### src/rtl/sevenseg_pkg.sv
// Shared segment codes and FSM state type for the seven-segment read-back path.
// All codes are active-low, bit 6..0 = g..a.
package sevenseg_pkg;

  localparam logic [6:0] SEG_0     = 7'b100_0000;
  localparam logic [6:0] SEG_1     = 7'b111_1001;
  localparam logic [6:0] SEG_2     = 7'b010_0100;
  localparam logic [6:0] SEG_3     = 7'b011_0000;
  localparam logic [6:0] SEG_4     = 7'b001_1001;
  localparam logic [6:0] SEG_5     = 7'b001_0010;
  localparam logic [6:0] SEG_6     = 7'b000_0010;
  localparam logic [6:0] SEG_7     = 7'b111_1000;
  localparam logic [6:0] SEG_8     = 7'b000_0000;
  localparam logic [6:0] SEG_9     = 7'b001_0000;
  localparam logic [6:0] SEG_BLANK = 7'b111_1111;

  localparam logic [6:0] SEG_S = 7'b001_0010;
  localparam logic [6:0] SEG_R = 7'b010_1111;
  localparam logic [6:0] SEG_D = 7'b010_0001;
  localparam logic [6:0] SEG_B = 7'b000_0011;

  localparam logic [27:0] LABEL_SRDB = {SEG_S, SEG_R, SEG_D, SEG_B};

  typedef enum logic [1:0] {
    ST_SETTLE,
    ST_CONVERT,
    ST_DONE
  } state_e;

endpackage

### src/rtl/sevenseg_digit_decode.sv
// Combinational map from one active-low segment code to a BCD digit.
// Blank and unrecognised codes both return digit 0; the flags tell them apart.
module sevenseg_digit_decode
  import sevenseg_pkg::*;
(
  input  logic [6:0] seg_i,
  output logic [3:0] digit_o,
  output logic       is_blank_o,
  output logic       is_digit_o
);

  // NOTE: every output gets a default before the case so no path leaves it unassigned (no latch).
  always_comb begin
    digit_o    = 4'd0;
    is_blank_o = 1'b0;
    is_digit_o = 1'b1;
    case (seg_i)
      SEG_0:     digit_o = 4'd0;
      SEG_1:     digit_o = 4'd1;
      SEG_2:     digit_o = 4'd2;
      SEG_3:     digit_o = 4'd3;
      SEG_4:     digit_o = 4'd4;
      SEG_5:     digit_o = 4'd5;
      SEG_6:     digit_o = 4'd6;
      SEG_7:     digit_o = 4'd7;
      SEG_8:     digit_o = 4'd8;
      SEG_9:     digit_o = 4'd9;
      SEG_BLANK: begin
        is_blank_o = 1'b1;
        is_digit_o = 1'b0;
      end
      default:   is_digit_o = 1'b0;
    endcase
  end

endmodule

### src/rtl/sevenseg_reader.sv
// Reads an 8-digit seven-segment bus back to binary once the pattern holds steady,
// so a displayed value can be compared against its source.
module sevenseg_reader
  import sevenseg_pkg::*;
#(
  parameter int ACTIVE_LOW    = 1,
  parameter int STABLE_CYCLES = 16
) (
  input  logic        clk,
  input  logic        reset,
  input  logic [6:0]  HEX0,
  input  logic [6:0]  HEX1,
  input  logic [6:0]  HEX2,
  input  logic [6:0]  HEX3,
  input  logic [6:0]  HEX4,
  input  logic [6:0]  HEX5,
  input  logic [6:0]  HEX6,
  input  logic [6:0]  HEX7,
  output logic [15:0] value,
  output logic        valid,
  output logic        err,
  output logic        label_ok,
  output logic        busy
);

  localparam int CW = $clog2(STABLE_CYCLES + 1);
  localparam logic [CW-1:0] CNT_MAX = CW'(STABLE_CYCLES);

  logic [55:0] seg_raw, seg_in;
  assign seg_raw = {HEX7, HEX6, HEX5, HEX4, HEX3, HEX2, HEX1, HEX0};
  assign seg_in  = (ACTIVE_LOW != 0) ? seg_raw : ~seg_raw;

  state_e        state_q, state_d;
  logic [55:0]   snap_q, work_q, work_d, last_q, last_d;
  logic [CW-1:0] cnt_q, cnt_d;
  logic          have_last_q, have_last_d;
  logic [13:0]   acc_q, acc_d;
  logic [1:0]    step_q, step_d;
  logic          err_flag_q, err_flag_d, seen_q, seen_d;
  logic [15:0]   value_q, value_d;
  logic          valid_q, valid_d, err_q, err_d, label_q, label_d;

  // Step 0 is the thousands digit (HEX3), step 3 the ones digit (HEX0).
  logic [6:0] cur_seg;
  logic [3:0] cur_digit;
  logic       cur_blank, cur_is_digit;

  always_comb begin
    cur_seg = work_q[6:0];
    case (step_q)
      2'd0: cur_seg = work_q[27:21];
      2'd1: cur_seg = work_q[20:14];
      2'd2: cur_seg = work_q[13:7];
      2'd3: cur_seg = work_q[6:0];
      default: cur_seg = work_q[6:0];
    endcase
  end

  sevenseg_digit_decode u_digit (
    .seg_i      (cur_seg),
    .digit_o    (cur_digit),
    .is_blank_o (cur_blank),
    .is_digit_o (cur_is_digit)
  );

  always_comb begin
    if (seg_in != snap_q)      cnt_d = '0;
    else if (cnt_q == CNT_MAX) cnt_d = cnt_q;
    else                       cnt_d = cnt_q + CW'(1);
  end

  always_comb begin
    state_d     = state_q;
    work_d      = work_q;
    last_d      = last_q;
    have_last_d = have_last_q;
    acc_d       = acc_q;
    step_d      = step_q;
    err_flag_d  = err_flag_q;
    seen_d      = seen_q;
    value_d     = value_q;
    valid_d     = 1'b0;
    err_d       = err_q;
    label_d     = label_q;
    case (state_q)
      ST_SETTLE: begin
        if (cnt_q == CNT_MAX && (!have_last_q || snap_q != last_q)) begin
          state_d     = ST_CONVERT;
          work_d      = snap_q;
          last_d      = snap_q;
          have_last_d = 1'b1;
          acc_d       = '0;
          step_d      = '0;
          err_flag_d  = 1'b0;
          seen_d      = 1'b0;
        end
      end
      ST_CONVERT: begin
        acc_d  = acc_q * 14'd10 + {10'd0, cur_digit};
        step_d = step_q + 2'd1;
        // Leading blanks read as zero; a blank after a digit or in the ones place is malformed.
        if (cur_blank) begin
          if (seen_q || step_q == 2'd3) err_flag_d = 1'b1;
        end else if (cur_is_digit) begin
          seen_d = 1'b1;
        end else begin
          err_flag_d = 1'b1;
        end
        if (step_q == 2'd3) state_d = ST_DONE;
      end
      ST_DONE: begin
        valid_d = 1'b1;
        err_d   = err_flag_q;
        label_d = (work_q[55:28] == LABEL_SRDB);
        if (!err_flag_q) value_d = {2'b00, acc_q};
        state_d = ST_SETTLE;
      end
      default: state_d = ST_SETTLE;
    endcase
  end

  // NOTE: sequential state is written only with non-blocking assignments.
  always_ff @(posedge clk) begin
    if (reset) begin
      state_q     <= ST_SETTLE;
      cnt_q       <= '0;
      have_last_q <= 1'b0;
      acc_q       <= '0;
      step_q      <= '0;
      err_flag_q  <= 1'b0;
      seen_q      <= 1'b0;
      value_q     <= '0;
      valid_q     <= 1'b0;
      err_q       <= 1'b0;
      label_q     <= 1'b0;
    end else begin
      state_q     <= state_d;
      cnt_q       <= cnt_d;
      have_last_q <= have_last_d;
      acc_q       <= acc_d;
      step_q      <= step_d;
      err_flag_q  <= err_flag_d;
      seen_q      <= seen_d;
      value_q     <= value_d;
      valid_q     <= valid_d;
      err_q       <= err_d;
      label_q     <= label_d;
    end
  end

  // NOTE: wide pattern registers carry no reset; have_last and cnt gate every use of them.
  always_ff @(posedge clk) begin
    snap_q <= seg_in;
    work_q <= work_d;
    last_q <= last_d;
  end

  assign value    = value_q;
  assign valid    = valid_q;
  assign err      = err_q;
  assign label_ok = label_q;
  assign busy     = (state_q != ST_SETTLE);

endmodule

### config.mk
export PLATFORM = sky130hd
export DESIGN_NAME = sevenseg_reader
export DESIGN_NICKNAME = d
export VERILOG_FILES = /design/src/rtl/sevenseg_pkg.sv /design/src/rtl/sevenseg_digit_decode.sv /design/src/rtl/sevenseg_reader.sv
export SDC_FILE = /design/constraint.sdc
export NUM_CORES = 1
export LEC_CHECK = 0
export ABC_AREA = 1
export CAP_MARGIN = 10
export CORE_AREA = 2 2 118 120
export CTS_BUF_LIST = sky130_fd_sc_hd__clkbuf_2 sky130_fd_sc_hd__clkbuf_4 sky130_fd_sc_hd__clkbuf_8
export DETAILED_ROUTE_END_ITERATION = 12
export DIE_AREA = 0 0 120 122
export GPL_TIMING_DRIVEN = 0
export PLACE_DENSITY_LB_ADDON = 0.15
export SLEW_MARGIN = 30
export SYNTH_ARGS = -nofsm -noshare
export SYNTH_HDL_FRONTEND = slang
export SYNTH_HIERARCHICAL = 1
export SYNTH_SLANG_ARGS = --single-unit
### constraint.sdc
create_clock -name clk -period 7.4 [get_ports clk]
set_clock_uncertainty 0.05 [all_clocks]
set_input_delay 1.48 -clock clk [delete_from_list [all_inputs] [get_ports clk]]
set_output_delay 1.48 -clock clk [all_outputs]
set_load 0.1 [all_outputs]
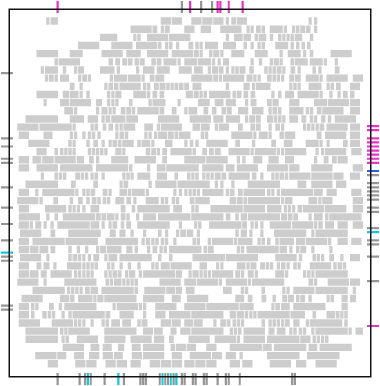
(run_1/pins.png)
Scale: 3 px per um. Pins as bars across the die edge, other pins in gray.
[HEX0] cyan | pins: 7 | direction: input | edge: 5 bottom, 1 left, 1 right
[value] magenta | pins: 16 | direction: output | edge: 10 right, 6 top
[valid] blue | pins: 1 | direction: output | edge: right

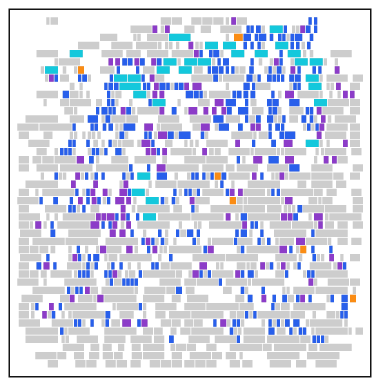
(run_1/gate_families.png)
Scale: 3 px per um.
[AND and OR gates] orange | cells: 6 | most used: or2_2
[adder and majority cells] cyan | cells: 30 | most used: ha_1
[inverting AOI/OAI gates] purple | cells: 116 | most used: o21ai_0
[NAND gates] blue | cells: 311 | most used: nand2_1 | where: all over the die
fin cells: 1228
dominant logic cell type in the layout: nand2_1

==> summary.txt, run 1 <==
run metrics: outcome finished clean, Pwr Density 185 nW/um^2, nature of the critical path endpoint flip-flop, Post-synth area hogs dfxtp_1, edfxtp_1, nand2_1, Register-to-Register Path Depth 22, Max power group sequential cells, # hold bufs at CTS 0, Synth-to-Final Area Change 18.6%, FF+latch area 3660 sq um, Antenna Nets Post-Route 0, dpl ws 3800 ps, drt first pass iters 5, Distinct cells, synth 41, leak pwr 4.01 nW, TNS Setup 0 ps, share of cells above drive strength 1 8.59%, IO Port Bufs 75, count of tool warnings 30, post-synthesis async set-or-reset flop share 0%, max-slew violation count 0, Critical R2R Launch step_q[1]$_SDFFE_PP0P_, cts bufs inserted 17, measured slew at the worst slew-check pin 986 ps, Yosys warnings 6, Longest Clk Path Bufs 2, critical path, cell by cell inv_1, ha_1, clkbuf_1, o21ai_0, inv_1, nor2_1, nand3_2, nand2_1, inv_1, nand3_1, ha_1, fa_1, nand2_1, nand2_1, nand3_1, nor2_4, nand3_2, nor2_2, nand3_1, nand2_1, nand3_1, a21oi_1, Max VDD drop 120 uV, DIE AREA 14600 sq um, Max-slew headroom 34.1%, Wirelength per Cell 15.1 um, f_max 0.268 GHz, Placer Congestion 0.900, CP arrival 4080 ps, Buf/Inv on CP 4, Worst Path Max Fanout 10, maximum number of pins on one net before global-route repair 34, xor+xnor area frac 4.34%, Clock Power Share 39.5%, R2R Setup Slk 3670 ps, Congestion Overflow GR 0, Yosys reg bits 155, Ports 78, Comb power frac 6.3%, postcts setup bufs 0, critical path class flip-flop to flip-flop, initial antenna violation count 0, via count 6403, ys cells 939, Mapped Cells 939, mux frac, synth 0%, DP Wirelength 14200 um, Logic area 3410 sq um, flip-flops with a built-in enable 56, CP Data Required Time 7750 ps, Worst Hold Depth 0, fill cell count 1181, Flop+latch power 0.915 mW, Hold Vio Cnt, Final 0, sequential power share 54.3%, antenna cells 0, Switch Pwr 0.426 mW, Design Power 1.69 mW, root buffer cell clkbuf_8, average vias per placed instance 5.21, first-pass GRT wire length 29400 um, Worst Hold Path EP last_q[53]$_DFFE_PP_, worst min-delay path category flip-flop to flip-flop, clock period minus worst slack 3730 ps, Crit-path slowest cell o21ai_0, Switching Share 25.2%, internal power 1.26 mW, Synth logic family simple AND/OR/NAND/NOR gates, gr usage total 26.3%
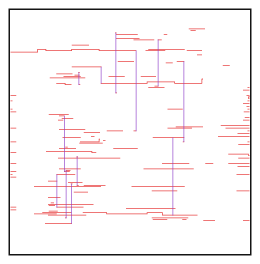
(run_1/metal_stack.png)
Scale: 2 px per um. Two of the layers only.
[met4] purple | wire length: 288 um
[met3] red | wire length: 1060 um

-- run 1: worst max path at each step --
stage,cells past startpoint,slack (ps),to,start
after floorplan,23,4320,acc_q[13]$_SDFFE_PP0P_,step_q[0]$_SDFFE_PP0P_
after global placement,23,3820,acc_q[13]$_SDFFE_PP0P_,step_q[1]$_SDFFE_PP0P_
after detailed placement,22,3800,acc_q[13]$_SDFFE_PP0P_,step_q[0]$_SDFFE_PP0P_
after CTS,3,3700,busy,state_q[1]$_SDFFE_PP0P_
after global routing,23,3280,acc_q[13]$_SDFFE_PP0P_,step_q[0]$_SDFFE_PP0P_
final,22,3670,acc_q[13]$_SDFFE_PP0P_,step_q[1]$_SDFFE_PP0P_
-- run 1: cell families (layout without fill, tap and decap cells) --
family / after synthesis / in the layout
buffers and inverters: 151 / 259
AND-OR/OR-AND: 120 / 120
XOR/XNOR: 38 / 38
other: 1 / 2
AND/OR/NAND/NOR: 444 / 444
flip-flops: 155 / 155
adder cells (fa/ha/maj): 30 / 30
-- run 1: per-layer routing --
metal	share of wire, %	up-vias	GRT usage (%)
met4	1.6	0	7.50
met2	46	206	41.4
li1	-	3260	-
met1	47	2909	36.6
met5	0	-	0
met3	5.7	28	5.95
-- run 1: layout by cell type, fill, tap and decap left out, types with 7 or more instances in the layout --
master           instances
nor2_2                   7
xnor2_1                 19
nand2_2                  7
edfxtp_1                56
dfxtp_1                 99
a21oi_1                 30
nand4_1                 16
xor2_1                  19
ha_1                    28
nor2_1                 101
a21oi_2                 11
nand2_1                226
clkdlybuf4s50_1         75
nand3_2                 10
o21ai_0                 50
nand3_1                 46
clkbuf_8                17
nor3_1                   7
o22ai_1                 12
inv_1                  135
nor4_1                   8
-- run 1: stage by stage --
step | cells | utilization, % | hold slack, ps | instance area (sq um)
6_report | 1228 | 67.3 | 389 | 9090
5_1_grt | 1228 | 67.3 | 395 | 9090
4_1_cts | 1228 | 67.3 | 388 | 9090
3_5_place_dp | 1196 | 64.2 | 370 | 8670
3_3_place_gp | 1195 | 64.0 | 360 | 8650
2_1_floorplan | 940 | - | 358 | 7670
-- run 1: worst reg2reg max path, stage by stage, from the launching register on --
cell and delay, ps:
dfxtp_1 420, inv_1 100, ha_1 250, clkbuf_1 230
o21ai_0 450, inv_1 130, nor2_1 150, nand3_2 100
nand2_1 100, inv_1 50, nand3_1 60, ha_1 210
fa_1 230, nand2_1 60, nand2_1 90, nand3_1 140
nor2_4 150, nand3_2 100, nor2_2 180, nand3_1 100
nand2_1 70, nand3_1 100, a21oi_1 150
-- run 1: registers in the layout, indices dropped and copies added (netlist names) --
signal,count
step_q,2
label_ok,1
err_flag_q,1
err,1
value,14
have_last_q,1
state_q,2
cnt_q,5
acc_q,14
valid,1
last_q,56
seen_q,1
snap_q,56
-- run 1: final cells by class --
| class | count | share of cell area, % |
|---|---|---|
| flip-flops and latches | 155 | 40.3 |
| multi-input cells | 634 | 37.5 |
| clock buffers | 17 | 2.57 |
| well taps | 180 | 2.48 |
| inverters | 139 | 5.77 |
| repair buffers | 76 | 8.48 |
| plain buffers | 12 | 0.840 |
| clock inverters | 15 | 2.05 |
## Run 2: what changed since run 1
Settings changed: CORE_AREA 2 2 118 120 to 2 2 124 126, DIE_AREA 0 0 120 122 to 0 0 126 128.
Clock period 7.4 ns to 3.2 ns, I/O delays scaled along.
==> summary.txt, run 2 <==
run metrics: Yosys reg bits 155 (unchanged), outcome finished clean, max-slew violation count 0 (unchanged), dpl ws -427 ps (-4220 ps), R2R Setup Slk 90 ps (-3580 ps), Post-synth area hogs dfxtp_1, edfxtp_1, nand2_1, crit path launch step_q[0]$_SDFFE_PP0P_, Longest Clk Path Bufs 2 (unchanged), Congestion Overflow GR 0 (unchanged), critical path, cell by cell buf_4, ha_4, nand2_1, a32oi_4, nand2_2, nor2_4, nand3_2, nand2_2, inv_2, nand3_2, ha_4, fa_2, nand2_2, nand2_2, nand3_2, nor2_4, nand3_2, nor2_4, nand3_1, nand2_1, nand3_1, a21oi_1, initial antenna violation count 0 (unchanged), cts bufs inserted 17 (unchanged), flip-flops with a built-in enable 56 (unchanged), nature of the critical path endpoint flip-flop, Mapped Cells 939 (unchanged), clock period minus worst slack 3110 ps (-621 ps), Wirelength per Cell 15.4 um (+1.6%), Max VDD drop 402 uV (+240%), DP Wirelength 14300 um (+0.47%), Register-to-Register Path Depth 22 (unchanged), CP arrival 3440 ps (-640 ps), FP Core Util 51.6%, # hold bufs at CTS 0 (unchanged), antenna cells 0 (unchanged), f_max 0.322 GHz (+20%), root buffer cell clkbuf_8, leak pwr 4.15 nW (+3.4%), Largest regs last_q (56), snap_q (56), Commonest flop dfxtp_1, count of tool warnings 31 (+3.3%), Worst Path Max Fanout 7 (-3), post-synthesis async set-or-reset flop share 0% (unchanged), Rows 45, ys cells 939 (unchanged), placed insts 1204 (+0.67%), Placer Congestion 0.886 (-1.5%), DIE AREA 16100 sq um (+10%), average vias per placed instance 5.22 (about the same), Critical R2R Launch step_q[0]$_SDFFE_PP0P_, measured slew at the worst slew-check pin 980 ps (-5.81 ps), Ports 78 (unchanged), Distinct cells, synth 41 (unchanged), Max-slew headroom 34.5% (+0.39 points), DR iter-0 viols 672, worst min-delay path category flip-flop to flip-flop, Worst Hold Path EP last_q[53]$_DFFE_PP_, maximum number of pins on one net before global-route repair 52 (+53%), dominant logic cell type in the layout nand2_1, Worst Hold Depth 0 (unchanged), TNS Setup 0 ps (unchanged), Synth-to-Final Area Change 24.3%, first-pass GRT wire length 30000 um (+2.0%), CP Data Required Time 3530 ps (-4220 ps), most frequent cells in the layout nand2_1, inv_1, nor2_1, dfxtp_1, clkdlybuf4s50_1, IO Port Bufs 75 (unchanged), Tcrit/Tclk final 97.0%, Crit-path slowest cell dfxtp_4, Synth Cell Area 7670 sq um, via count 6512 (+1.7%), share of cells above drive strength 1 14.2% (+5.7 points), Antenna Nets Post-Route 0 (unchanged), gr usage total 23.9% (-2.4 points), utilization after layout 64.1% (-3.2 points), Pwr Density 425 nW/um^2 (+130%), critical path class flip-flop to flip-flop, drt first pass iters 5 (unchanged), Hold Vio Cnt, Final 0 (unchanged), Yosys warnings 6 (unchanged)
-- run 2: how the worst max path moves through the flow --
stage / end / slack (ps) / cells past startpoint
2_1_floorplan: acc_q[13]$_SDFFE_PP0P_ / 120 / 23
3_3_place_gp: acc_q[11]$_SDFFE_PP0P_ / -390 / 23
3_5_place_dp: acc_q[11]$_SDFFE_PP0P_ / -430 / 23
4_1_cts: acc_q[11]$_SDFFE_PP0P_ / 4 / 24
5_1_grt: acc_q[11]$_SDFFE_PP0P_ / -110 / 22
6_report: acc_q[13]$_SDFFE_PP0P_ / 90 / 22
-- run 2: power by group --
part	total, mW	internal [mW]	switching, mW
clock	1.70	0.974	0.724
sequential	2.11	2.07	0.0411
combinational	0.244	0.119	0.124
-- run 2: what timing repair did --
action                                  in CTS  in global routing
buffers inserted                             3                  9
resized                                     28                 46
pin swaps                                    2                 20
endpoints found under the setup margin       8                  7
-- run 2: area by class of cell --
cell class	count	area, sq um
sequential	155	3670
inverter	139	534
buffer	12	86.3
multi-input combinational	634	3670
clock buffer	20	269
clock inverter	12	194
timing repair buffer	88	868
fill	1312	5330
tap	188	235
-- run 2: per-stage QoR --
step                power (mW)  area [sq um]  hold WS [ps]
detailed placement        2.40          8690           367
finish                    4.05          9530           384
CTS                       4.07          9270           385
global route              4.18          9530           390
floorplan                 2.27          7670           358
global placement          2.40          8660           361
-- run 2: cells by family (layout without fill, tap and decap cells) --
family          after synthesis  after routing  synth area share, %
compound gates              120            120                 9.28
xor+xnor                     38             38                 4.34
fa+ha+maj                    30             30                 5.09
buf+inv                     151            271                 7.80
flops                       155            155                 47.8
other cells                   1              2               0.0489
simple gates                444            444                 25.7
-- run 2: metal layers --
layer	vias to the layer above	part of all wire (%)	GRT usage, %
met2	206	45	37.4
met4	0	1.6	6.59
met1	3000	47	33.5
met3	32	6.2	5.47
li1	3274	-	-
met5	-	0	0
-- run 2: critical path, delay by kind of cell, from the launching register on --
family	cells	cell delay (ps)
adder cells (fa/ha/maj)	3	550
AND/OR/NAND/NOR	15	1440
flip-flops	1	390
buffers and inverters	2	180
AND-OR/OR-AND	2	430
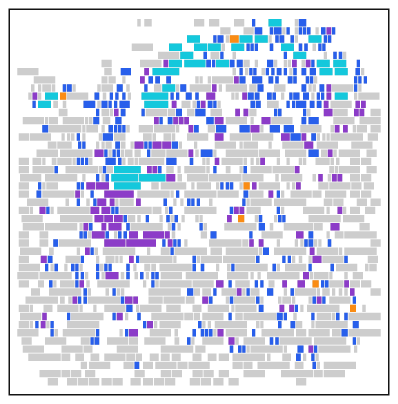
(run_2/gate_families.png)
Scale: 3 px per um.
[adder and majority cells] cyan | cells: 30 | most used: ha_1
[AND and OR gates] orange | cells: 6 | most used: or2_2
[inverting AOI/OAI gates] purple | cells: 116 | most used: o21ai_0
[NAND gates] blue | cells: 311 | most used: nand2_1 | where: all over the die
fin cells: 1248
logic share of the area: 38.5%

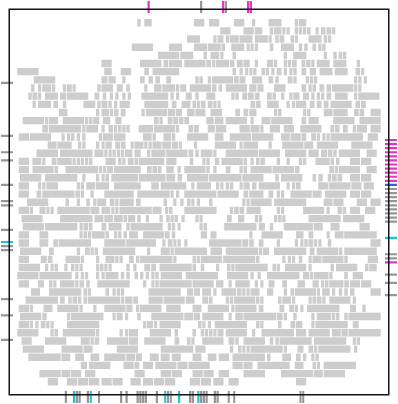
(run_2/pins.png)
Scale: 3 px per um. Pins as bars across the die edge, other pins in gray.
[HEX0] cyan | pins: 7 | direction: input | edge: 5 bottom, 1 left, 1 right
[valid] blue | pins: 1 | direction: output | edge: right
[value] magenta | pins: 16 | direction: output | edge: 12 right, 4 top

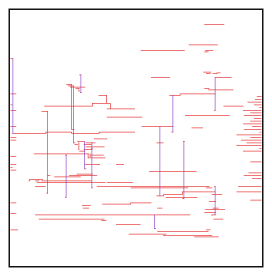
(run_2/metal_stack.png)
Scale: 2 px per um. Two of the layers only.
[met4] purple | wire length: 314 um
[met3] red | wire length: 1200 um

Power and IR drop assume default switching activity.
